--- config.mk ---
export PLATFORM = sky130hd
export DESIGN_NAME = bitwise_logic_unit
export DESIGN_NICKNAME = d
export VERILOG_FILES = /design/src/rtl/bitwise_logic_unit.sv
export SDC_FILE = /design/constraint.sdc
export NUM_CORES = 1
export LEC_CHECK = 0
export ABC_AREA = 1
export CELL_PAD_IN_SITES_DETAIL_PLACEMENT = 1
export CELL_PAD_IN_SITES_GLOBAL_PLACEMENT = 2
export CORE_MARGIN = 1.5
export CORE_UTILIZATION = 23
export DETAILED_ROUTE_END_ITERATION = 6
export PLACE_DENSITY = 0.88
export SLEW_MARGIN = 15
export SYNTH_ARGS = -nofsm -noshare
export SYNTH_HDL_FRONTEND = slang
export SYNTH_SLANG_ARGS = --single-unit
export TNS_END_PERCENT = 50
--- constraint.sdc ---
create_clock -name clk -period 1.6 [get_ports clk]
set_clock_uncertainty 0.2 [all_clocks]
set_input_delay 0.32 -clock clk [delete_from_list [all_inputs] [get_ports clk]]
set_output_delay 0.32 -clock clk [all_outputs]
set_load 0.05 [all_outputs]
--- src/rtl/bitwise_logic_unit.sv ---
// Bitwise logic unit with accumulator and one-entry registered output; latency 1 cycle.
// in_ready = !out_valid || out_ready: a stalled result holds o/zero stable and blocks new accepts.
module bitwise_logic_unit #(
  parameter int WIDTH = 8,
  parameter int CNT_W = 8
) (
  input  logic             clk,
  input  logic             reset,
  input  logic             in_valid,
  output logic             in_ready,
  input  logic [2:0]       op,
  input  logic             acc,
  input  logic             clr_acc,
  input  logic [WIDTH-1:0] i1,
  input  logic [WIDTH-1:0] i2,
  output logic [WIDTH-1:0] o,
  output logic             out_valid,
  input  logic             out_ready,
  output logic             zero,
  output logic [CNT_W-1:0] cnt
);

  logic [WIDTH-1:0] o_q, o_d;
  logic             zero_q, zero_d;
  logic             out_valid_q, out_valid_d;
  logic [WIDTH-1:0] acc_q, acc_d;
  logic [CNT_W-1:0] cnt_q, cnt_d;

  logic             accept;
  logic             deliver;
  logic [WIDTH-1:0] op_a;
  logic [WIDTH-1:0] op_b;
  logic [WIDTH-1:0] result;

  assign in_ready  = !out_valid_q || out_ready;
  assign accept    = in_valid && in_ready;
  assign deliver   = out_valid_q && out_ready;

  assign o         = o_q;
  assign zero      = zero_q;
  assign out_valid = out_valid_q;
  assign cnt       = cnt_q;

  // A clear coinciding with an accumulate op feeds zero in place of the stale accumulator.
  always_comb begin
    op_a = i1;
    op_b = i2;
    if (acc) begin
      op_a = clr_acc ? '0 : acc_q;
      op_b = i1;
    end
  end

  always_comb begin
    result = op_a;
    case (op)
      3'b000:  result = op_a & op_b;
      3'b001:  result = op_a | op_b;
      3'b010:  result = op_a ^ op_b;
      3'b011:  result = ~(op_a & op_b);
      3'b100:  result = ~(op_a | op_b);
      3'b101:  result = ~(op_a ^ op_b);
      3'b110:  result = op_a & ~op_b;
      default: result = op_a;
    endcase
  end

  always_comb begin
    o_d         = o_q;
    zero_d      = zero_q;
    out_valid_d = out_valid_q;
    acc_d       = acc_q;
    cnt_d       = cnt_q;
    if (accept) begin
      o_d         = result;
      zero_d      = (result == '0);
      out_valid_d = 1'b1;
      cnt_d       = cnt_q + CNT_W'(1);
    end else if (deliver) begin
      out_valid_d = 1'b0;
    end
    if (accept && acc) begin
      acc_d = result;
    end else if (clr_acc) begin
      acc_d = '0;
    end
  end

  always_ff @(posedge clk) begin
    if (reset) begin
      o_q         <= '0;
      zero_q      <= 1'b1;
      out_valid_q <= 1'b0;
      acc_q       <= '0;
      cnt_q       <= '0;
    end else begin
      o_q         <= o_d;
      zero_q      <= zero_d;
      out_valid_q <= out_valid_d;
      acc_q       <= acc_d;
      cnt_q       <= cnt_d;
    end
  end

endmodule

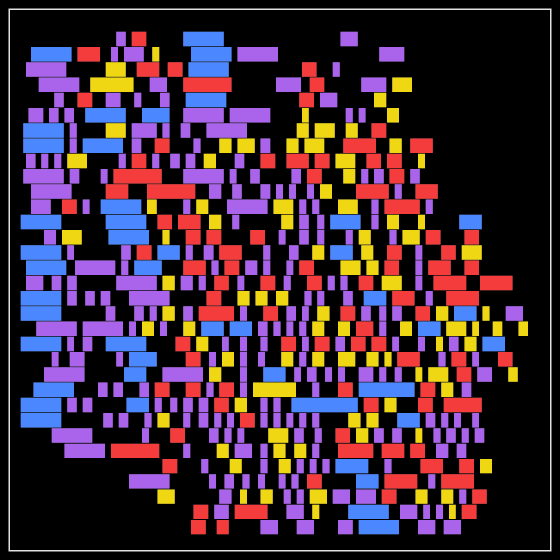
drive_strength.png
drive 1 or less -> purple  # cells 241
drive 6 and up -> blue  # cells 45
drive 3 to 4 -> red  # cells 98
drive 2 -> yellow  # cells 94
Non-CTS buffers: 127
fin area: 3980 sq um
Area Overhead vs Synth: 99.0%

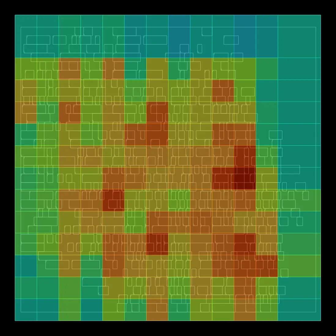
final_congestion.png
Final Util: 0.478
M3 GR Usage: 0.0158

==> flip-flops by register name, indices dropped and copies added (netlist names) <==
register and cells:
cnt 8, out_valid 1, acc_q 8, o 8
zero 1
==> metal layers <==
metal	vias up	wire length, um
li1	1394	-
met1	1345	4060
met2	48	4650
met3	11	239
met4	0	121
met5	-	0
==> placed cells by master (no fill, tap or decap), types with 3 or more instances in the layout <==
| master | n |
|---|---|
| nand2_4 | 8 |
| nand2_1 | 79 |
| a21oi_1 | 17 |
| clkbuf_8 | 3 |
| nor3_4 | 3 |
| nor3_2 | 4 |
| inv_2 | 14 |
| nand2_2 | 40 |
| dfxtp_4 | 4 |
| inv_1 | 18 |
| o21a_1 | 3 |
| dlygate4sd2_1 | 13 |
| dfxtp_1 | 20 |
| dlymetal6s2s_1 | 3 |
| nand3_2 | 12 |
| o21ai_4 | 5 |
| o21ai_1 | 8 |
| o21ai_0 | 11 |
| nand4_1 | 4 |
| buf_6 | 14 |
| buf_2 | 3 |
| nand3_4 | 3 |
| nand3_1 | 23 |
| buf_4 | 64 |
| nor2_1 | 28 |
| buf_12 | 23 |
| nor2_4 | 4 |
| a21oi_2 | 3 |
| nor2_2 | 13 |
==> through the flow <==
stage,hold slack (ns),setup TNS [ns],util,instance area (sq um),cells
CTS,0.321,-0.813,0.443,3690,573
global placement,0.287,-14.85,0.386,3220,552
global route,0.357,-2.82,0.478,3980,583
finish,0.331,-1.53,0.478,3980,583
floorplan,0.262,-0.108,-,2070,356
detailed placement,0.295,-16.10,0.386,3220,552
==> tightest hold or removal path, cell delays in order, from the launching register on <==
cell     delay [ns]
dfxtp_1        0.34
nand3_1        0.09
a21oi_1        0.06
==> GITHUB_STEP_SUMMARY <==
## Implementation flow summary

| Metric | Value |
|---|---|
| Outcome | `finished, violations left` |
| Critical path endpoint | `zero` |
| Largest net degree at the start of global routing | `16` |
| Non-clock inverter total of the final layout | `37` |
| Flip-flop and latch area | `roughly 540 sq um` |
| Clock network fraction of total power | `0.176` |
| WP data required | `around 1.6 ns` |
| Max-Cap Viols | `0` |
| Reg2Reg Setup Slack | `-0.17 ns` |
| Maximum buffer depth of the clock tree | `2` |
| Final setup violation count | `15` |
| Post-synth net total | `between 300 and 400` |
| Total track usage | `0.194` |
| Fa+ha+maj area frac | `0.00625` |
| DR WL/cell | `roughly 16 um` |
| Synth warnings | `0` |
| Aoi share | `0.147` |
| Share of cells above drive strength 1 | `0.496` |
| DR iter-0 viols | `between 60 and 70` |
| Max Freq | `about 540 MHz` |
| Final worst setup slack | `-0.239 ns` |
| Worst Reg-to-Reg Cells | `13` |
| Total tool warning count | `29` |
| Netlist area before placement | `approximately 2000 sq um` |
| Worst Hold Depth | `2` |
| Clk_lat worst skew | `0.28 ns` |
| Met2 Usage GRT | `0.356` |
| MUX share of area | `0` |
| CTS tree | `built` |
| Failing checks | `negative setup slack` |
| Reg power frac | `0.332` |
| CP Depth | `15` |
| DIE HEIGHT | `between 90 and 100 um` |
| GR peak layer | `met2` |
| Post-CTS resize count | `~120` |
Power figures rest on the tool's default switching activity, not on a simulated workload.
